### M1 wires, run 1

Supply wires on this layer in gray.
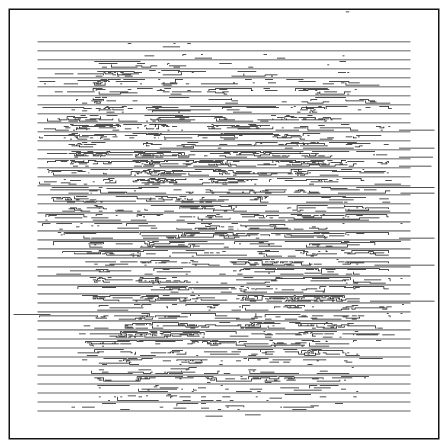
### Metal 4, run 1

Supply wires on this layer in gray. Cells faint in the background.
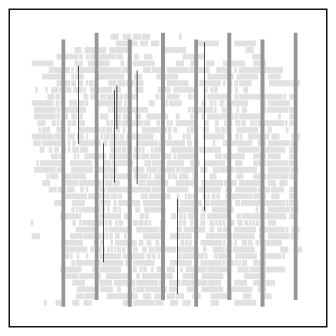
### Metal 3, run 1

The bar under the picture is 50 microns long. Cells faint in the background.
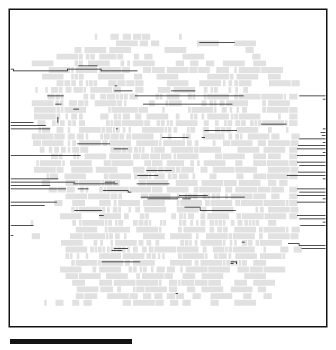
File: src/rtl/loader_pkg.sv
// loader_pkg: shared command/response codes and FSM state encoding for uart_loader
// Optional build macro LOADER_CHECKSUM_EN adds the CSUM state.
package loader_pkg;
    localparam logic [7:0] CMD_WRITE = 8'hA5;
    localparam logic [7:0] CMD_RUN   = 8'h5A;
    localparam logic [7:0] ACK       = 8'h06;
    localparam logic [7:0] NAK       = 8'h15;
    typedef enum logic [2:0] {
        IDLE,
        ADDR,
        DATA,
        WRITE,
        RESP
`ifdef LOADER_CHECKSUM_EN
        , CSUM
`endif
    } state_t;
endpackage

File: src/rtl/uart_loader_if.sv
// uart_loader_if: byte stream, response and memory-write signals of uart_loader
// master: loader side (drives tx/mem/cpu_run/busy); slave: environment side.
interface uart_loader_if;
    logic        rx_valid;
    logic [7:0]  rx_data;
    logic        tx_ready;
    logic        tx_valid;
    logic [7:0]  tx_data;
    logic        mem_we;
    logic [31:0] mem_addr;
    logic [31:0] mem_wdata;
    logic        cpu_run;
    logic        busy;
    modport master (
        input  rx_valid, rx_data, tx_ready,
        output tx_valid, tx_data, mem_we, mem_addr, mem_wdata, cpu_run, busy
    );
    modport slave (
        output rx_valid, rx_data, tx_ready,
        input  tx_valid, tx_data, mem_we, mem_addr, mem_wdata, cpu_run, busy
    );
endinterface

File: src/rtl/uart_loader.sv
// uart_loader: UART byte-frame loader writing 32-bit words to memory and releasing the CPU
// Ports: clk, rst (async, active-high); bus (uart_loader_if.master): rx_valid/rx_data in,
// tx_ready in, tx_valid/tx_data out, mem_we/mem_addr/mem_wdata out, cpu_run out, busy out.
// Build macro LOADER_CHECKSUM_EN: expect an XOR checksum byte after the data bytes.
module uart_loader
    import loader_pkg::*;
#(
    parameter int TIMEOUT_CYCLES = 100000
) (
    input logic          clk,
    input logic          rst,
    uart_loader_if.master bus
);
    localparam int TW = $clog2(TIMEOUT_CYCLES + 1);

    state_t      r_state, w_next;
    logic [1:0]  r_cnt;
    logic [TW-1:0] r_to;
    logic [31:0] r_addr_sh, r_data_sh, r_mem_addr, r_mem_wdata;
    logic [7:0]  r_tx_data;
    logic        r_cpu_run;
    logic        w_tout, w_count, w_tx_load, w_commit;
    logic [7:0]  w_tx_val;
    logic [31:0] w_data_nx, w_wdata;
`ifdef LOADER_CHECKSUM_EN
    logic [7:0]  r_csum;
`endif

    assign w_tout  = r_to == TW'(TIMEOUT_CYCLES - 1);
    assign w_count = r_state == ADDR || r_state == DATA
`ifdef LOADER_CHECKSUM_EN
                     || r_state == CSUM
`endif
                     ;

    // Data word with the incoming byte merged in; in the 9-byte frame this is the full word on the last byte.
    always_comb begin
        w_data_nx = r_data_sh;
        w_data_nx[{r_cnt, 3'b000} +: 8] = bus.rx_data;
    end

`ifdef LOADER_CHECKSUM_EN
    assign w_wdata = r_data_sh;
`else
    assign w_wdata = w_data_nx;
`endif

    always_ff @(posedge clk or posedge rst) begin
        if (rst) r_state <= IDLE;
        else     r_state <= w_next;
    end

    always_comb begin
        w_next    = r_state;
        w_tx_load = 1'b0;
        w_tx_val  = ACK;
        w_commit  = 1'b0;
        case (r_state)
            IDLE: begin
                if (bus.rx_valid) begin
                    if (bus.rx_data == CMD_WRITE) begin
                        w_next = ADDR;
                    end else begin
                        w_next    = RESP;
                        w_tx_load = 1'b1;
                        w_tx_val  = bus.rx_data == CMD_RUN ? ACK : NAK;
                    end
                end
            end
            ADDR: begin
                if (bus.rx_valid) w_next = r_cnt == 2'd3 ? DATA : ADDR;
                else if (w_tout)  w_next = IDLE;
            end
            DATA: begin
                if (bus.rx_valid) begin
                    if (r_cnt == 2'd3) begin
`ifdef LOADER_CHECKSUM_EN
                        w_next = CSUM;
`else
                        w_next   = WRITE;
                        w_commit = 1'b1;
`endif
                    end
                end else if (w_tout) begin
                    w_next = IDLE;
                end
            end
`ifdef LOADER_CHECKSUM_EN
            CSUM: begin
                if (bus.rx_valid) begin
                    if (bus.rx_data == r_csum) begin
                        w_next   = WRITE;
                        w_commit = 1'b1;
                    end else begin
                        w_next    = RESP;
                        w_tx_load = 1'b1;
                        w_tx_val  = NAK;
                    end
                end else if (w_tout) begin
                    w_next = IDLE;
                end
            end
`endif
            WRITE: begin
                w_next    = RESP;
                w_tx_load = 1'b1;
            end
            RESP: begin
                if (bus.tx_ready) w_next = IDLE;
            end
            default: w_next = IDLE;
        endcase
    end

    always_ff @(posedge clk or posedge rst) begin
        if (rst) begin
            r_cnt       <= '0;
            r_to        <= '0;
            r_addr_sh   <= '0;
            r_data_sh   <= '0;
            r_mem_addr  <= '0;
            r_mem_wdata <= '0;
            r_tx_data   <= '0;
            r_cpu_run   <= 1'b0;
`ifdef LOADER_CHECKSUM_EN
            r_csum      <= '0;
`endif
        end else begin
            r_cnt <= r_state == IDLE ? 2'd0 :
                     (bus.rx_valid && (r_state == ADDR || r_state == DATA)) ? r_cnt + 2'd1 : r_cnt;
            r_to  <= (bus.rx_valid || !w_count) ? '0 : r_to + TW'(1);
            if (r_state == ADDR && bus.rx_valid) r_addr_sh[{r_cnt, 3'b000} +: 8] <= bus.rx_data;
            if (r_state == DATA && bus.rx_valid) r_data_sh <= w_data_nx;
            // Memory-facing registers change only on a complete, accepted frame.
            if (w_commit) begin
                r_mem_addr  <= r_addr_sh;
                r_mem_wdata <= w_wdata;
            end
            if (w_tx_load) r_tx_data <= w_tx_val;
            if (r_state == IDLE && bus.rx_valid && bus.rx_data == CMD_RUN) r_cpu_run <= 1'b1;
`ifdef LOADER_CHECKSUM_EN
            r_csum <= r_state == IDLE ? 8'd0 :
                      (bus.rx_valid && (r_state == ADDR || r_state == DATA)) ? r_csum ^ bus.rx_data : r_csum;
`endif
        end
    end

    assign bus.tx_valid  = r_state == RESP;
    assign bus.tx_data   = r_tx_data;
    assign bus.mem_we    = r_state == WRITE;
    assign bus.mem_addr  = r_mem_addr;
    assign bus.mem_wdata = r_mem_wdata;
    assign bus.cpu_run   = r_cpu_run;
    assign bus.busy      = r_state != IDLE;
endmodule

File: src/flat_wrapper.sv
// flat-port wrapper written by rule: the top's interface ports become plain ports
module uart_loader_flat import loader_pkg::*;
#(
    parameter int TIMEOUT_CYCLES = 100000
)
  (clk, rst, bus_rx_valid, bus_rx_data, bus_tx_ready, bus_tx_valid, bus_tx_data, bus_mem_we, bus_mem_addr, bus_mem_wdata, bus_cpu_run, bus_busy);
  uart_loader_if bus_i ();
  input logic clk;
  input logic rst;
  input wire logic [$bits(bus_i.rx_valid)-1:0] bus_rx_valid;
  input wire logic [$bits(bus_i.rx_data)-1:0] bus_rx_data;
  input wire logic [$bits(bus_i.tx_ready)-1:0] bus_tx_ready;
  output wire logic [$bits(bus_i.tx_valid)-1:0] bus_tx_valid;
  output wire logic [$bits(bus_i.tx_data)-1:0] bus_tx_data;
  output wire logic [$bits(bus_i.mem_we)-1:0] bus_mem_we;
  output wire logic [$bits(bus_i.mem_addr)-1:0] bus_mem_addr;
  output wire logic [$bits(bus_i.mem_wdata)-1:0] bus_mem_wdata;
  output wire logic [$bits(bus_i.cpu_run)-1:0] bus_cpu_run;
  output wire logic [$bits(bus_i.busy)-1:0] bus_busy;
  assign bus_i.rx_valid = bus_rx_valid;
  assign bus_i.rx_data = bus_rx_data;
  assign bus_i.tx_ready = bus_tx_ready;
  assign bus_tx_valid = bus_i.tx_valid;
  assign bus_tx_data = bus_i.tx_data;
  assign bus_mem_we = bus_i.mem_we;
  assign bus_mem_addr = bus_i.mem_addr;
  assign bus_mem_wdata = bus_i.mem_wdata;
  assign bus_cpu_run = bus_i.cpu_run;
  assign bus_busy = bus_i.busy;
  uart_loader #(.TIMEOUT_CYCLES(TIMEOUT_CYCLES)) u_core (.clk(clk), .rst(rst), .bus(bus_i));
endmodule
File: config.mk
export PLATFORM = sky130hd
export DESIGN_NAME = uart_loader_flat
export DESIGN_NICKNAME = d
export VERILOG_FILES = /design/src/rtl/loader_pkg.sv /design/src/rtl/uart_loader_if.sv /design/src/rtl/uart_loader.sv /design/src/flat_wrapper.sv
export SDC_FILE = /design/constraint.sdc
export NUM_CORES = 1
export LEC_CHECK = 0
export ABC_AREA = 0
export CAP_MARGIN = 30
export CORE_MARGIN = 8
export CORE_UTILIZATION = 50
export CTS_CLUSTER_DIAMETER = 40
export DETAILED_ROUTE_END_ITERATION = 16
export PLACE_DENSITY = 0.74
export SLEW_MARGIN = 20
export SYNTH_ARGS = -nofsm -noshare
export SYNTH_HDL_FRONTEND = slang
export SYNTH_SLANG_ARGS = --single-unit
export TNS_END_PERCENT = 100
File: constraint.sdc
create_clock -name clk -period 8 [get_ports clk]
set_input_delay 2.4 -clock clk [delete_from_list [all_inputs] [get_ports clk]]
set_output_delay 2.4 -clock clk [all_outputs]
set_load 0.05 [all_outputs]
==> impl_metrics.toml, run 1 <==
# yosys + openroad results
[cts]
clock_latency_ns = 0.42
htreeDepth = 4
clk_pin_slew_ns = 0.06
cts_tree = "built"
cts_buffers = 17
cts_setup_buffers = 0
cts_resized = 0

[final_layout]
drive_above_1_share_pct = 11.49
fin_util_pct = 62.71
finalNonFillerCells = 842
final_common_cell = "dfrtp_1"
n_antenna_cell = 0
stdcell_area_sq_mm = 0.007881
fin_nets = 675
area_growth_pct = 22.88

[grt]
grtUsageTotal_pct = 18.23
antenna_found_initial = 0
grt_pass1_wl_microns = 23520
grt_pass1_vias = 4450
overflow = 0

[timing]
drv_slew = 0
fin_crit_sh_pct = 58.45
period_needed_ns = 4.676
timing.final.hold_violations = 0
finalSetupTns_ns = 0
setup_ws_ns = 3.324
finalSetupViolCount = 0
tightest_slew_ns = 0.9845

[die]
coreArea_sq_mm = 0.01257
die_h_microns = 129.3
chipWidth_microns = 129.3
io_pins = 88
fp-utilization_pct = 51.03
rows = 41

[power_and_ir_drop]
clkPwrFrac_pct = 46.6
pg_comb_uw = 144
switching_share_pct = 24.00
leakage_nw = 3.521
p_seq_uw = 764
pwr-share-comb_pct = 8.5
power_mw = 1.699
p_sw_uw = 407.6
pg_clk_uw = 791
p_int_mw = 1.291

[placed_design]
dp.cells = 807
placed_cell_area_sq_mm = 0.007233
port_buffers = 83
place_congestion = 0.8335
pre_cts_ws_ns = 3.276

[critical_path]
path_delay_family = "buffers and inverters"
worst-r2r-cell-count = 5
path_class = "flop to output port"
endpoint = "bus_busy"
r2r_start = "u_core.r_state[1]$_DFFE_PP0P_"
r2r_end = "u_core.bus.mem_addr[18]$_DFFE_PP0P_"
cpPeakStageDelay_ns = 0.74
cp.arrival_ns = 2.28
crit_path_max_fanout = 11
startpoint = "u_core.r_state[2]$_DFFE_PP0P_"
crit_cells = 3
path_cells = "nor3_1 > inv_1 > clkdlybuf4s50_1"
endpoint_kind = "output port"
start_kind = "flop"

[synthesis]
yosysUniqueCellTypes = 46
yosys_area_sq_mm = 0.006414
async_flop_share_pct = 100.0
synth_top_flop_cell = "dfrtp_1"
netlist.area_leader.share_pct = 56.96
synthAdderAreaFrac_pct = 1.171
avgSynthCellArea_sq_um = 10.82
xor_area_share_pct = 1.502
synth.comb.largest_family = "simple AND/OR/NAND/NOR gates"
ys_ff = 146
ys_warn_count = 0

[outcome]
outcome = "finished, final reports clean"

[drt]
wire_per_inst_microns = 17.18
drt-pass1-iter-count = 5
drc = 0
drt_iter0_drc = 367

[job]
tool_warnings = 30

[worst_hold_path]
holdPathStages = 2
hold_start = "u_core.r_data_sh[22]$_DFFE_PP0P_"
Notes on 'M1 wires' above:
wire length on this layer = 6,320 microns
longest straight run = 40.0 microns
main direction = horizontal
met1 Use GR: 23.28%
WL final: 14,460 microns

Notes on 'Metal 4' above:
main direction = vertical
longest straight run = 68.7 microns
nets with wire on the layer = 5

Notes on 'Metal 3' above:
main direction = horizontal
longest straight run = 44.2 microns
met3 usage: 4.684%
via count: 4,513

run 1: routing by layer:
metal | global-route usage [%] | part of all wire (%) | wire, microns | vias up
met5 | 0 | 0 | 0 | -
met4 | 7.947 | 2.0 | 289 | 0
met3 | 4.684 | 5.9 | 847 | 19
met2 | 28.80 | 48 | 7004 | 114
met1 | 23.28 | 44 | 6321 | 2207
li1 | - | - | - | 2173
run 1: logic make-up after synthesis:
kind of cell	count (synthesis)
compound gates	132
xor+xnor	11
fa+ha+maj	6
buf+inv	57
flops	146
mux	34
other cells	1
simple gates	206
run 1: layout make-up:
cell class                 instances  area [sq um]
clock buffer                      23         498.0
clock inverter                     9         102.6
fill                             998          4687
inverter                          11         46.29
multi-input combinational        393          2472
sequential                       146          3654
tap                              172         215.2
timing repair buffer              88         893.4
### Clock nets, run 1

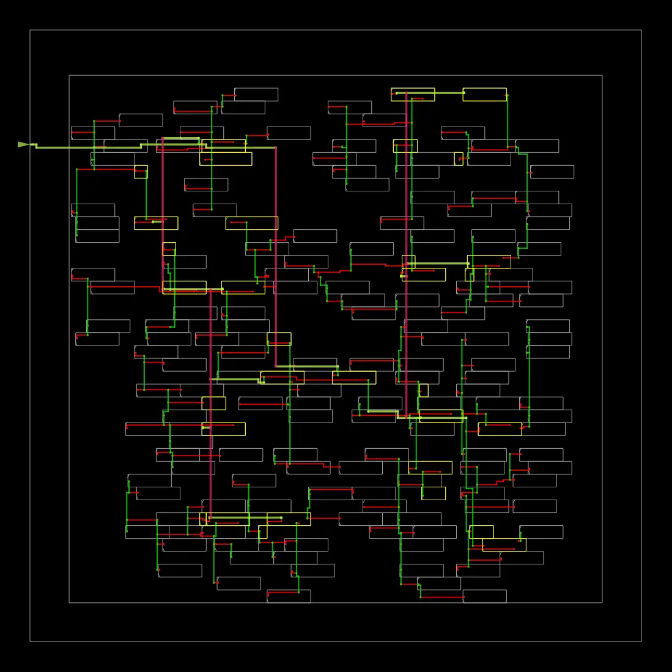

==> run 2, diff against run 1 <==
- CORE_UTILIZATION: 50 -> 49
- PLACE_DENSITY: 0.74 -> 0.75
- clock period: 8 -> 3.81 ns (I/O delays scaled with it)
### Clock nets, run 2

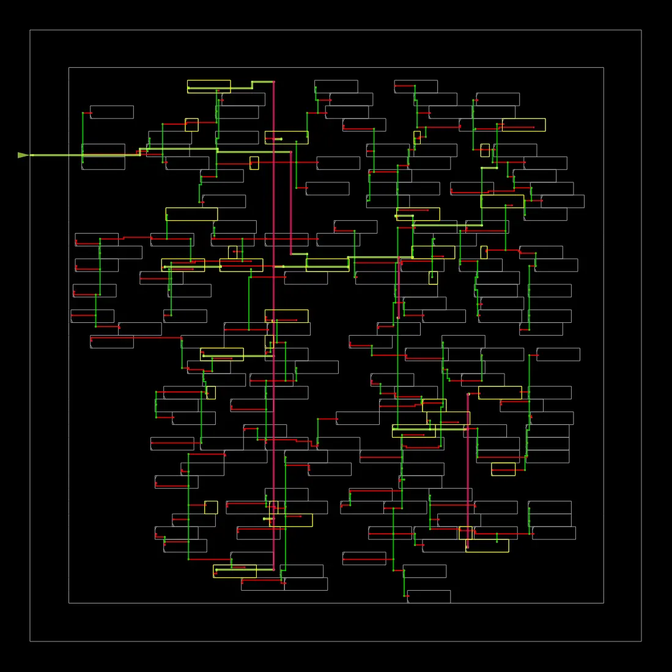
CTS Sinks: 146
clkbuf count: 21
Worst-Skew Late Latency: 0.42 ns

==> run 2 against run 1 <==
  * Die size rose by 1.8%
  * Largest power group is now sequential cells
  * Critical endpoint unchanged
  * First-iteration DRC count is 19% lower
  * Largest cell class unchanged
  * Global-route usage is 0.46 points lower
  * Clock skew is 0.0031 ns higher
  * Core utilization down 2.4 points
  * Design area decreased by 0.24%
  * Clock-buffer cell count decreased by 2
  * Sequential power up 110%
  * Critical path depth unchanged
  * Via count is 0.33% higher
  * Critical path type unchanged
  * Sequential share of layout area is 0.11 points higher
==> impl_metrics.toml, run 2 <==
# yosys + openroad results
[timing]
drv_slew = 0
timing.final.hold_violations = 0
finalSetupTns_ns = 0
tightest_slew_ns = 0.9614

[die]
die_h_microns = 130.4
chipWidth_microns = 130.4
io_pins = 88
rows = 42

[final_layout]
logic_area_sq_mm = 0.002472
stdcell_area_sq_mm = 0.007863
fin_nets = 679
register_area_sq_mm = 0.003654
final_common_cell = "dfrtp_1"
fill_cells = 1111
finalNonFillerCells = 850

[critical_path]
r2r_end = "u_core.r_addr_sh[7]$_DFFE_PP0P_"
crit_cells = 3
cpPeakStageDelay_ns = 0.74
startpoint = "u_core.r_state[2]$_DFFE_PP0P_"
path_delay_family = "buffers and inverters"
path_cells = "nor3_1 > inv_1 > clkdlybuf4s50_1"

[placed_design]
placed_cell_area_sq_mm = 0.007315
pre_cts_ws_ns = 0.5375
dp.cells = 818

[synthesis]
ys_ff = 146
synthAdderAreaFrac_pct = 1.171
yosysUniqueCellTypes = 46
synth_top_flop_cell = "dfrtp_1"

[drt]
wl_microns = 14490
drc = 0
wl_met2_microns = 6892

[cts]
cts_setup_buffers = 0
htreeDepth = 4
cts_resized = 0
cts_buffers = 17

[power_and_ir_drop]
p_sw_uw = 871.2
pwr-share-comb_pct = 8.9
leakage_nw = 3.512
clkPwrFrac_pct = 44.8
power_mw = 3.461

[grt]
grt_pass1_wl_microns = 23470
grt.busiest_layer = "met2"
overflow = 0
grt_pass1_vias = 4524
use_met2_pct = 28.40

[worst_hold_path]
hold_start = "u_core.bus.cpu_run$_DFFE_PP0P_"
holdPathStages = 1

[outcome]
outcome = "finished, final reports clean"

[job]
tool_warnings = 32
==> run 2: cell count changes in the layout (fill, tap and decap cells not counted), sizes merged <==
| cell | delta |
|---|---|
| bufinv | -1 |
| clkinv | +3 |
| buf | +4 |
| clkinvlp | +1 |
| clkbuf | -2 |
| inv | -1 |
==> run 2: power groups by stage <==
stage	registers (mW)	clock network, mW	logic, mW
6_report	1.61	1.55	0.307
5_1_grt	1.61	1.63	0.331
3_5_place_dp	1.63	0	0.309
3_3_place_gp	1.63	0	0.304
2_1_floorplan	1.66	0	0.179
4_1_cts	1.60	1.57	0.311
==> run 2: layout make-up <==
type                    count  area share [%]
inverters                  11          0.5729
flip-flops and latches    146           46.47
clock inverters            11           1.114
clock buffers              21           5.856
multi-input cells         393           31.44
well taps                 176           2.801
repair buffers             92           11.74
No activity file was given, so power comes from the tool's default toggle rates.
